$ cat src/rtl/hazard_pkg.sv
// Shared forwarding-select encodings and default address width for the hazard unit.
package hazard_pkg;
  localparam int DEFAULT_ADDR_W = 5;

  typedef enum logic [1:0] {
    FWD_RF = 2'b00,
    FWD_M  = 2'b01,
    FWD_W  = 2'b10
  } fwdSel_e;
endpackage

$ cat src/rtl/md_scoreboard.sv
// Multi-cycle mul/div tracker: a down-counter plus the destination it will write.
module md_scoreboard #(
  parameter int ADDR_W = 5,
  parameter int MD_LAT = 4
) (
  input  logic              clk,
  input  logic              rst,
  input  logic              start,
  input  logic [ADDR_W-1:0] dstIn,
  output logic              busy,
  output logic [ADDR_W-1:0] dst
);
  localparam int CNT_W = 4;

  logic [CNT_W-1:0]  countReg, countNext;
  logic [ADDR_W-1:0] dstReg, dstNext;

  // A launch while an operation is already in flight is ignored, never reloads.
  always_comb begin
    countNext = countReg;
    dstNext   = dstReg;
    if (countReg != '0) begin
      countNext = countReg - CNT_W'(1);
    end else if (start) begin
      countNext = CNT_W'(MD_LAT - 1);
      dstNext   = dstIn;
    end
  end

  always_ff @(posedge clk) begin
    if (rst) begin
      countReg <= '0;
      dstReg   <= '0;
    end else begin
      countReg <= countNext;
      dstReg   <= dstNext;
    end
  end

  assign busy = (countReg != '0);
  assign dst  = dstReg;
endmodule

$ cat src/rtl/hazard_forward_unit.sv
// Pipeline hazard detection and operand forwarding; define HAZARD_DFWD_EN to enable
// D-stage forwarding from M (otherwise branches stall on any M producer).
module hazard_forward_unit
  import hazard_pkg::*;
#(
  parameter int ADDR_W  = DEFAULT_ADDR_W,
  parameter int NUM_SRC = 2,
  parameter int MD_LAT  = 4
) (
  input  logic                      clk,
  input  logic                      rst,
  input  logic [NUM_SRC*ADDR_W-1:0] src_d,
  input  logic [NUM_SRC*ADDR_W-1:0] src_e,
  input  logic                      branch_d,
  input  logic [ADDR_W-1:0]         wr_addr_e,
  input  logic                      we_e,
  input  logic                      load_e,
  input  logic                      md_start_e,
  input  logic [ADDR_W-1:0]         wr_addr_m,
  input  logic                      we_m,
  input  logic                      load_m,
  input  logic [ADDR_W-1:0]         wr_addr_w,
  input  logic                      we_w,
  output logic [NUM_SRC-1:0]        fwd_d,
  output logic [2*NUM_SRC-1:0]      fwd_e,
  output logic                      stall_f,
  output logic                      stall_d,
  output logic                      flush_e,
  output logic                      md_busy
);
  logic [NUM_SRC-1:0] hitE, hitM, hitMd;
  logic               mdBusy;
  logic [ADDR_W-1:0]  mdDst;
  logic               branchMCond;
  logic               loadUseHaz, branchHaz, mdHaz, hazard;

  // Register 0 is hardwired, so it never produces a dependency.
  function automatic logic addrHit(input logic [ADDR_W-1:0] a, input logic [ADDR_W-1:0] b);
    return (a != '0) && (a == b);
  endfunction

  generate
    for (genvar gi = 0; gi < NUM_SRC; gi++) begin : gSlot
      logic [ADDR_W-1:0] srcD, srcE;
      assign srcD      = src_d[gi*ADDR_W +: ADDR_W];
      assign srcE      = src_e[gi*ADDR_W +: ADDR_W];
      assign hitE[gi]  = addrHit(srcD, wr_addr_e);
      assign hitM[gi]  = addrHit(srcD, wr_addr_m);
      assign hitMd[gi] = addrHit(srcD, mdDst);
      assign fwd_e[2*gi +: 2] = (we_m && addrHit(srcE, wr_addr_m)) ? FWD_M :
                                (we_w && addrHit(srcE, wr_addr_w)) ? FWD_W : FWD_RF;
`ifdef HAZARD_DFWD_EN
      assign fwd_d[gi] = we_m && !load_m && hitM[gi];
`else
      assign fwd_d[gi] = 1'b0;
`endif
    end
  endgenerate

  // Without the D-stage bypass, any M producer blocks a branch; with it, only loads do.
`ifdef HAZARD_DFWD_EN
  assign branchMCond = we_m && load_m;
`else
  assign branchMCond = we_m;
`endif

  assign loadUseHaz = load_e && we_e && (|hitE);
  assign branchHaz  = branch_d && ((we_e && (|hitE)) || (branchMCond && (|hitM)));
  assign mdHaz      = mdBusy && ((|hitMd) || md_start_e);
  assign hazard     = loadUseHaz || branchHaz || mdHaz;

  md_scoreboard #(
    .ADDR_W (ADDR_W),
    .MD_LAT (MD_LAT)
  ) uMdScoreboard (
    .clk   (clk),
    .rst   (rst),
    .start (md_start_e && !hazard),
    .dstIn (wr_addr_e),
    .busy  (mdBusy),
    .dst   (mdDst)
  );

  assign stall_f = hazard;
  assign stall_d = hazard;
  assign flush_e = hazard;
  assign md_busy = mdBusy;
endmodule

$ cat config.mk
export PLATFORM = sky130hd
export DESIGN_NAME = hazard_forward_unit
export DESIGN_NICKNAME = d
export VERILOG_FILES = /design/src/rtl/hazard_pkg.sv /design/src/rtl/md_scoreboard.sv /design/src/rtl/hazard_forward_unit.sv
export SDC_FILE = /design/constraint.sdc
export NUM_CORES = 1
export LEC_CHECK = 0
export CAP_MARGIN = 20
export CORE_MARGIN = 8
export CORE_UTILIZATION = 41
export CTS_CLUSTER_SIZE = 30
export DETAILED_ROUTE_END_ITERATION = 8
export HOLD_SLACK_MARGIN = 0.12
export PLACE_DENSITY = 0.86
export SLEW_MARGIN = 20
export SYNTH_ARGS = -nofsm -noshare
export SYNTH_HDL_FRONTEND = slang
export SYNTH_SLANG_ARGS = --single-unit
$ cat constraint.sdc
create_clock -name clk -period 3.2 [get_ports clk]
set_input_delay 0.48 -clock clk [delete_from_list [all_inputs] [get_ports clk]]
set_output_delay 0.48 -clock clk [all_outputs]
set_load 0.01 [all_outputs]
Fig. 1: sequential cells coloured by netlist name
Bar = 20 µm.
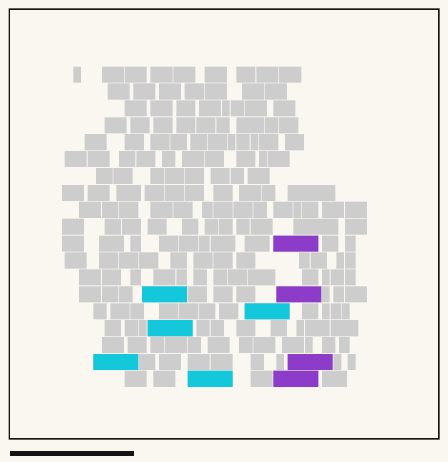
signal	colour	placed flops
`uMdScoreboard.dst`	cyan	5
`uMdScoreboard.countReg`	purple	4

Fig. 2: routing congestion
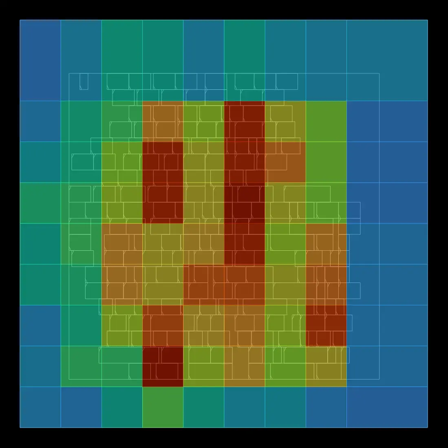
Global Route met1 Usage: 16.6%
global routing met3 resource utilization: 3.23%
Final Core Density: 64.4%
routed length per instance: 16.2 µm
grt peak-use layer: met2

Fig. 3: metal layers overlaid
Bar = 20 µm.
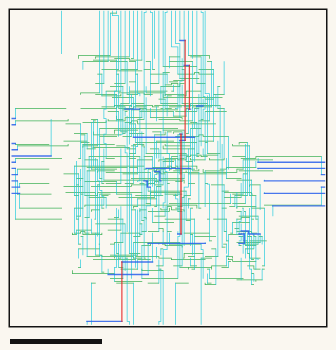
layer	colour	wire length
met4	red	66.0 µm
met2	cyan	2,020 µm
met3	blue	169 µm
met1	green	1,420 µm

==> deck_impl_summary.md <==
Implementation Results

Layout
  • Layout Nets: 241
  • Most frequent logic cells in the routed design: 46 x clkdlybuf4s50_1, 33 x xnor2_1, 17 x xor2_1, 10 x nand2b_1, 10 x buf_4
  • Finished Cell Area: 1750 µm²
  • Buffers excl. clock: 60
  • Register area: 180 µm²
  • Top cell excl fill/tap: clkdlybuf4s50_1

Detailed routing
  • Drt pass-1 iters: 4
  • Final WL: 3.67 mm
  • DRT antenna net count: 0

Power
  • Pint: 0.401 mW
  • Maximum vdd ir drop: 390 µV
  • Tot Pwr: 0.653 mW
  • Switching share of power: 38.6%
  • Sequential share of power: 26.8%
  • P_sw: 0.252 mW

Die
  • Chip height: 68.9 µm
  • Die area: 4740 µm²
  • Chip Width: 68.9 µm

Logic synthesis
  • Synth cell types: 33
  • Yosys chip area: 1150 µm²
  • Synthesis-stage register bit count: 9
  • Top logic family: XOR/XNOR gates
  • Compound Share, Synth: 5.79%
  • Synth top cell by count: xnor2_1

GRT
  • Met2 usage: 28.3%
  • GRT Overall Usage: 15.2%

Placed design
  • Placed cell area: 1720 µm²
  • Hpwl dp: 3.21 mm
  • Dpl cells: 222

Clock tree
  • Number of buffers created by CTS: 3
  • Clk_lat worst skew: 0.26 ns
  • CTS resizes: 5
  • Clock root buffer master: clkbuf_4

Critical path
  • Crit. End Element: primary output
  • Worst EP arrival: 2.60 ns
  • Crit path required time: 2.72 ns
  • Worst setup SP type: input pin
  • Slowest cell delay on critical path: 0.60 ns
  • Worst R2R Setup Slack: 1.50 ns

STA
  • Setup TNS: 0 ns
  • Final Hold Viols: 0
  • Fin crit period: 3.08 ns
  • Hold slack final: 0.524 ns
  • Clock Skews: 0.00548 ns

Min path
  • Hold path depth: 2
  • Worst min path class: reg2reg
  • Hold Path End: uMdScoreboard.dst[4]

Run status
  • Status: complete, no violations
No activity file was given, so power comes from the tool's default toggle rates.
